`src/rtl/cpld_ramexp_ctrl.sv`:
```
// DK'Tronics/Amstrad-compatible RAM expansion controller for CPC CPLD boards.
// Decodes 7Fxx-downward config writes, maps Z80 memory cycles onto 512K SRAM pages.
module cpld_ramexp_ctrl #(
    parameter int PAGE_BITS = 1,
    parameter int NPAGES    = 2,
    parameter bit OVERDRIVE = 1'b0,
    parameter bit READBACK  = 1'b1
) (
    input  logic                 clk,
    input  logic                 reset_b,
    input  logic                 iorq_b,
    input  logic                 mreq_b,
    input  logic                 rfsh_b,
    input  logic                 m1_b,
    input  logic                 rd_b,
    input  logic                 wr_b,
    input  logic                 ramrd_b,
    input  logic                 adr15,
    input  logic                 adr14,
    input  logic [PAGE_BITS-1:0] adr_pg,
    input  logic [7:0]           data_in,
    output logic [7:0]           data_out,
    output logic                 data_oe,
    output logic [PAGE_BITS+4:0] ramadrhi,
    output logic                 ramcs_b,
    output logic                 ramoe_b,
    output logic                 ramwe_b,
    output logic                 ramdis,
    output logic                 adr15_ovd,
    output logic                 wr_ovd,
    output logic                 rd_ovd
);

    typedef struct packed {
        logic [2:0] bank;
        logic [2:0] cfg;
    } cfg_t;

    typedef enum logic [1:0] {IDLE, MWR1, MWR2, MRD} state_t;

    localparam logic [3:0] NPG = 4'(NPAGES);

    logic                 rst_meta, rst_n;
    cfg_t                 cfg_q;
    logic [PAGE_BITS-1:0] page_q;
    logic                 cardsel_q, mode3_q;
    logic                 iorq_b_q, mreq_b_q, adr15_lat;
    logic [PAGE_BITS+4:0] adrhi_q;
    state_t               state;

    logic [PAGE_BITS-1:0] page_cur;
    logic [3:0]           pg_ext;
    logic                 io_start, mreq_start, reg_wr, adr15_m;
    logic                 exp_sel, hit;
    logic [1:0]           blk;
    logic [PAGE_BITS+4:0] adrhi_hit;

    // Reset asserts immediately, releases two clocks after reset_b rises.
    always_ff @(posedge clk or negedge reset_b) begin
        if (!reset_b) {rst_n, rst_meta} <= 2'b00;
        else          {rst_n, rst_meta} <= {rst_meta, 1'b1};
    end

    assign page_cur   = ~adr_pg;
    assign pg_ext     = 4'(page_cur);
    assign io_start   = iorq_b_q & ~iorq_b;
    assign mreq_start = mreq_b_q & ~mreq_b;
    assign reg_wr     = io_start & ~wr_b & ~adr15 & (data_in[7:6] == 2'b11);

    // In C3 mode the pad A15 may be overdriven after MREQ falls, so use the value seen at the fall.
    assign adr15_m = mreq_start ? adr15 : adr15_lat;

    always_comb begin
        exp_sel = 1'b0;
        blk     = 2'b00;
        casez (cfg_q.cfg)
            3'b001: if ({adr15, adr14} == 2'b11) begin
                exp_sel = 1'b1;
                blk     = 2'b11;
            end
            3'b010: begin
                exp_sel = 1'b1;
                blk     = {adr15, adr14};
            end
            3'b011: if ({adr15_m, adr14} == 2'b11) begin
                exp_sel = 1'b1;
                blk     = 2'b11;
            end
            3'b1??: if ({adr15, adr14} == 2'b01) begin
                exp_sel = 1'b1;
                blk     = cfg_q.cfg[1:0];
            end
            default: ;
        endcase
    end

    assign adrhi_hit = {page_q, cfg_q.bank, blk};

    always_ff @(posedge clk or negedge rst_n) begin
        if (!rst_n) begin
            cfg_q     <= '0;
            page_q    <= '0;
            cardsel_q <= 1'b0;
            mode3_q   <= 1'b0;
            iorq_b_q  <= 1'b1;
            mreq_b_q  <= 1'b1;
            adr15_lat <= 1'b0;
            adrhi_q   <= '0;
            state     <= IDLE;
        end else begin
            iorq_b_q <= iorq_b;
            mreq_b_q <= mreq_b;
            if (mreq_start) adr15_lat <= adr15;
            if (exp_sel && !mreq_b) adrhi_q <= adrhi_hit;
            if (reg_wr) begin
                cfg_q     <= data_in[5:0];
                page_q    <= page_cur;
                cardsel_q <= (pg_ext < NPG);
                mode3_q   <= (data_in[2:0] == 3'b011);
                state     <= IDLE;
            end else begin
                case (state)
                    IDLE: if (mreq_start && rfsh_b)
                        state <= (m1_b && rd_b) ? MWR1 : MRD;
                    MWR1: state <= MWR2;
                    MWR2: if (mreq_b) state <= IDLE;
                    MRD:  if (mreq_b) state <= IDLE;
                    default: state <= IDLE;
                endcase
            end
        end
    end

    assign ramadrhi = exp_sel ? adrhi_hit : adrhi_q;
    assign ramcs_b  = ~(exp_sel & cardsel_q) | mreq_b | ~rfsh_b;
    assign ramdis   = ~ramcs_b;
    assign ramoe_b  = ramrd_b;
    assign ramwe_b  = wr_b;

    assign hit       = exp_sel & ~mreq_b;
    assign adr15_ovd = OVERDRIVE & mode3_q & adr14 & rfsh_b & ~mreq_b;
    assign wr_ovd    = OVERDRIVE & hit & (state == MWR1);
    assign rd_ovd    = OVERDRIVE & hit & ((state == MWR1) | (state == MWR2));

    assign data_oe  = READBACK & rst_n & ~iorq_b & ~rd_b & ~adr15 & (pg_ext < NPG);
    assign data_out = data_oe ? {2'b11, cfg_q} : 8'h00;

endmodule

```
`config.mk`:
```
export PLATFORM = sky130hd
export DESIGN_NAME = cpld_ramexp_ctrl
export DESIGN_NICKNAME = d
export VERILOG_FILES = /design/src/rtl/cpld_ramexp_ctrl.sv
export SDC_FILE = /design/constraint.sdc
export NUM_CORES = 1
export LEC_CHECK = 0
export CORE_ASPECT_RATIO = 1.5
export CORE_MARGIN = 8
export CORE_UTILIZATION = 38
export CTS_CLUSTER_DIAMETER = 200
export CTS_CLUSTER_SIZE = 28
export DETAILED_ROUTE_END_ITERATION = 7
export GPL_TIMING_DRIVEN = 0
export HOLD_SLACK_MARGIN = 0.1
export PLACE_DENSITY = 0.76
export SLEW_MARGIN = 20
export SYNTH_ARGS = -nofsm -noshare
export SYNTH_HDL_FRONTEND = slang
export SYNTH_SLANG_ARGS = --single-unit
```
`constraint.sdc`:
```
create_clock -name clk -period 1.7 [get_ports clk]
set_clock_uncertainty 0.1 [all_clocks]
set_input_delay 0.255 -clock clk [delete_from_list [all_inputs] [get_ports clk]]
set_output_delay 0.255 -clock clk [all_outputs]
set_load 0.01 [all_outputs]
```
Fig. 1: wiring by layer
The bar under the picture is 20 um long. Only two layers are drawn.
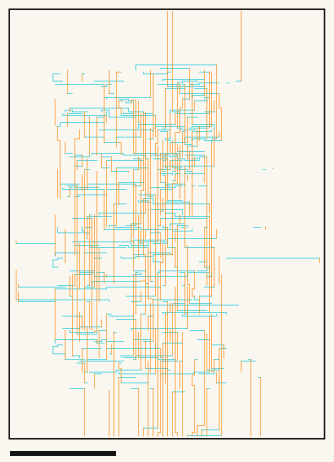
colour	layer	wire length
orange	met2	1740 um
cyan	met1	1130 um
GRT Total Usage: 0.132
via count: 903
Avg WL per Cell: 16.1 um

Fig. 2: signal wires on met3
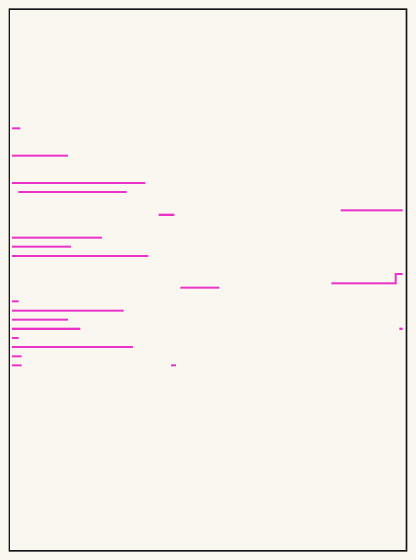
wire length on this layer	170 um
nets with wire on the layer	19
longest straight run	20.0 um
main direction	horizontal
routed wire length: 3.07 mm
met3 Track Usage GR: 0.0383

Fig. 3: floorplan with the power grid
The bar under the picture is 20 um long. Pins as bars on the die edge.
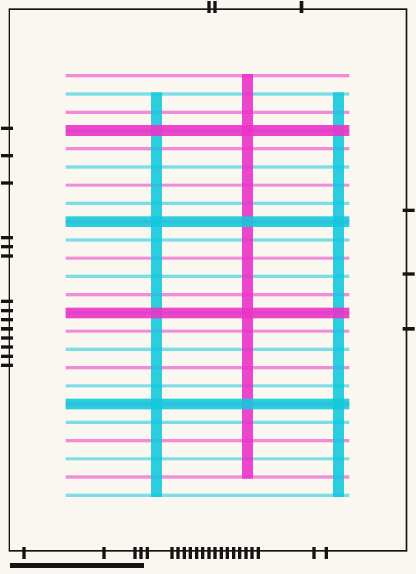
colour	net
magenta	VDD
cyan	VSS
met4 straps	3
met5 straps	4
signal pins	42
rows	23
total core area: 2650 um^2
Die X: 59.0 um
Die Y: 80.5 um
Worst IR Drop VDD: 0.773 mV

Fig. 4: the clock network
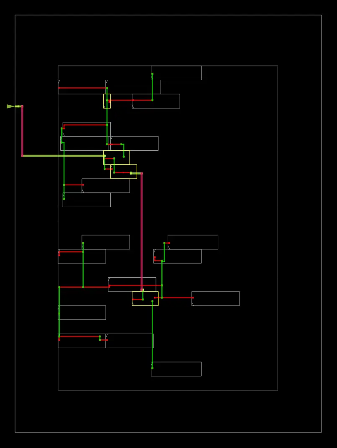
Clock Power: 0.309 mW
clock buffer count in the final layout: 4

Fig. 5: M2 wires
The bar under the picture is 20 um long.
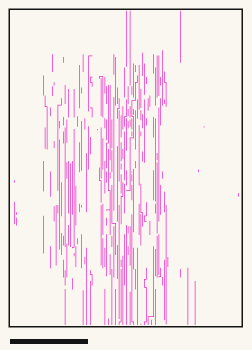
share of all routed wire	57%
longest straight run	30.3 um
wire length on this layer	1740 um
GR Util met2: 0.257

==> metal layers <==
layer,global-route usage,share of wire,vias to the layer above
li1,-,-,428
met1,0.127,0.37,450
met2,0.257,0.57,21
met3,0.0383,0.055,4
met4,0.0433,0.010,0
met5,0,0,-
==> worst reg2reg max path: stages, from the launching register on <==
cell and delay, ns:
dfstp_2 0.53, nor2b_4 0.16, buf_4 0.13, o211ai_2 0.11
a21oi_4 0.16, buf_12 0.15, nor2_8 0.05, buf_6 0.14
buf_6 0.13, mux2_4 0.30
==> synth_stat cells (all sizes together) (2+ instances only) <==
master | instances | share of area
mux2 | 14 | 0.17
nor3 | 2 | 0.014
buf | 8 | 0.057
nand4b | 2 | 0.017
inv | 3 | 0.011
dfstp | 2 | 0.050
o22ai | 2 | 0.012
dfrtp | 17 | 0.40
nand2b | 3 | 0.018
mux2i | 2 | 0.019
a21o | 2 | 0.017
and2 | 6 | 0.036
o21ai | 3 | 0.014
nand2 | 8 | 0.028
conb | 2 | 0.0071
==> power by group <==
group / internal (mW) / switching [mW] / leakage (nW)
logic: 0.524 / 0.308 / 0.607
clock network: 0.167 / 0.142 / 0.0228
registers: 0.572 / 0.104 / 0.226
total: 1.26 / 0.554 / 0.856
==> metrics by stage <==
stage / area, um^2 / instances / power (mW) / util / setup TNS (ns)
finish: 1790 / 190 / 1.82 / 0.675 / -6.23
global route: 1790 / 190 / 1.91 / 0.675 / -7.02
CTS: 1700 / 183 / 1.80 / 0.643 / -4.99
detailed placement: 1500 / 163 / 1.36 / 0.565 / -20.25
global placement: 1500 / 163 / 1.34 / 0.565 / -18.99
floorplan: 1100 / 91 / 1.08 / - / -0.536
==> state kept, by name (all words and copies together) (netlist names) <==
register   count
adrhi_hit      3
adrhi_q        6
mreq_b_q       1
iorq_b_q       1
cfg_q          3
adr15_lat      1
page_q         1
rst_meta       1
rst_n          1
cardsel_q      1
==> what timing repair did <==
| action | CTS | global route |
|---|---|---|
| hold buffers | 1 | 0 |
| endpoints found under the hold margin | 2 | 0 |
| gates resized | 96 | 9 |
| buffers inserted | 15 | 7 |
| endpoints found under the setup margin | 29 | 27 |
| pin swaps | 7 | 1 |
==> area by class of cell <==
class	count	area, um^2	share of cell area
inverters	3	11.3	0.00630
repair buffers	58	559	0.313
plain buffers	8	63.8	0.0357
multi-input cells	61	578	0.324
clock buffers	4	45.0	0.0252
flip-flops and latches	19	483	0.270
well taps	37	46.3	0.0259
==> layout by cell type, fill, tap and decap left out, types with 3 or more instances in the layout <==
cell type,instances
dlygate4sd2_1,4
clkdlybuf4s50_1,14
inv_1,3
buf_6,20
clkbuf_8,3
and2_4,5
mux2_2,5
nand2b_1,3
mux2_4,9
dfrtp_1,15
conb_1,4
nand2_1,7
buf_4,23
==> cell families after synthesis <==
kind of cell	Yosys count
compound gates	12
mux	16
flops	19
other cells	2
buf+inv	11
simple gates	29
==> flow_summary.yaml <==
# yosys + openroad results
setup_path:
  worstPathCellList: "nor2b_4, buf_4, o211ai_2, a21oi_4, buf_12, mux2_4, buf_6"
  reg2reg_from: "mreq_b_q$_DFF_PN1_"
  critPathTopFamily: "flip-flops"
  ff2ff_path_depth: 9
  r2r_slack_ns: -0.36
  startpoint: "mreq_b_q$_DFF_PN1_"
  r2r-end: "adrhi_q[1]$_DFFE_PN0P_"
  critPathKind: "register to output port"
  cp_slowest_stage_delay_ns: 0.53
  crit_path_max_fanout: 5
  crit_end: "ramadrhi[2]"
  crit_buf_inv: 3
  end_kind: "output port"
  slowest_stage: "dfstp_2"
  cp-start-kind: "register"
  path_depth: 7
  required_ns: 1.34
  cp.arrival_ns: 1.92
drt:
  drc: 0
  routed_via_density: 4.75
  drt-initial-drc-count: 25
  drt-pass1-iter-count: 4
  final_antenna_net_count: 0
sta:
  finalCritPeriodShare: 1.34
  setup_viol: 19
  fin_crit_ns: 2.27
  max_freq_mhz: 440
  final.setup.worst_slack_ns: -0.571
  slew_violations: 0
  hold_viol_final: 0
  rsz0062_at_grt: "yes"
  hold-worst-slack_ns: 0.233
finish:
  area_growth_pct: 69.4
  antennaDiodeCount: 0
  nNetsFinal: 174
  nFillCells: 186
  drive_gt1_frac: 0.569
yosys:
  ys_area_um2: 1050
  async_flop_share: 1.00
  xor_share: 0
  yosys_warnings: 0
  synthesis.area_um2: 1050
  ys_seq_frac: 0.453
  synth.avg_cell_area_um2: 11.9
  mux_area_frac: 0.190
  yosysUniqueCellTypes: 30
  fa_ha_area_frac: 0
  synth-edff-count: 0
  ys_seq_elements: 19
  logic_family: "multiplexers"
  ys_cells: 89
  synthAoiAreaFrac: 0.102
  yosys.area_share.simple: 0.180
  ys.flop_type: "dfrtp_1"
  netlist_instances: 89
min_path:
  hold_depth: 1
  min_from: "iorq_b"
  hold_class: "input pin to register"
  hold_path_end: "iorq_b_q$_DFF_PN1_"
grt:
  overflow: 0
  grt_pass1_vias: 965
  grt_max_degree: 18
  grt_pass1_wl_mm: 4.79
  antenna_found_initial: 0
run_status:
  status: "finished, violations left"
  violations: "negative setup slack"
job:
  warnings: 30
  drv_cap: 0
place:
  portBuffers: 35
  hpwlAfterDp_mm: 2.00
  dpl_worst_slack_ns: -1.14
  gp_routability_congestion: 0.732
pwr:
  power_density_nw_per_um2: 1020
  power.leakage_nw: 0.856
clock_network:
  cts-buffers-inserted: 3
  path_clk_slew_ns: 0.07
  clock-sinks: 19
  max-clock-path-buffers: 2
  clock_latency_ns: 0.26
  root_buffer: "clkbuf_8"
  cts_tree: "built"
  cts_max_level: 1
die:
  io_pins: 42
  chip_area_um2: 4750
  core_util_floorplan: 0.398
  rows: 23
Power and IR drop assume default switching activity.
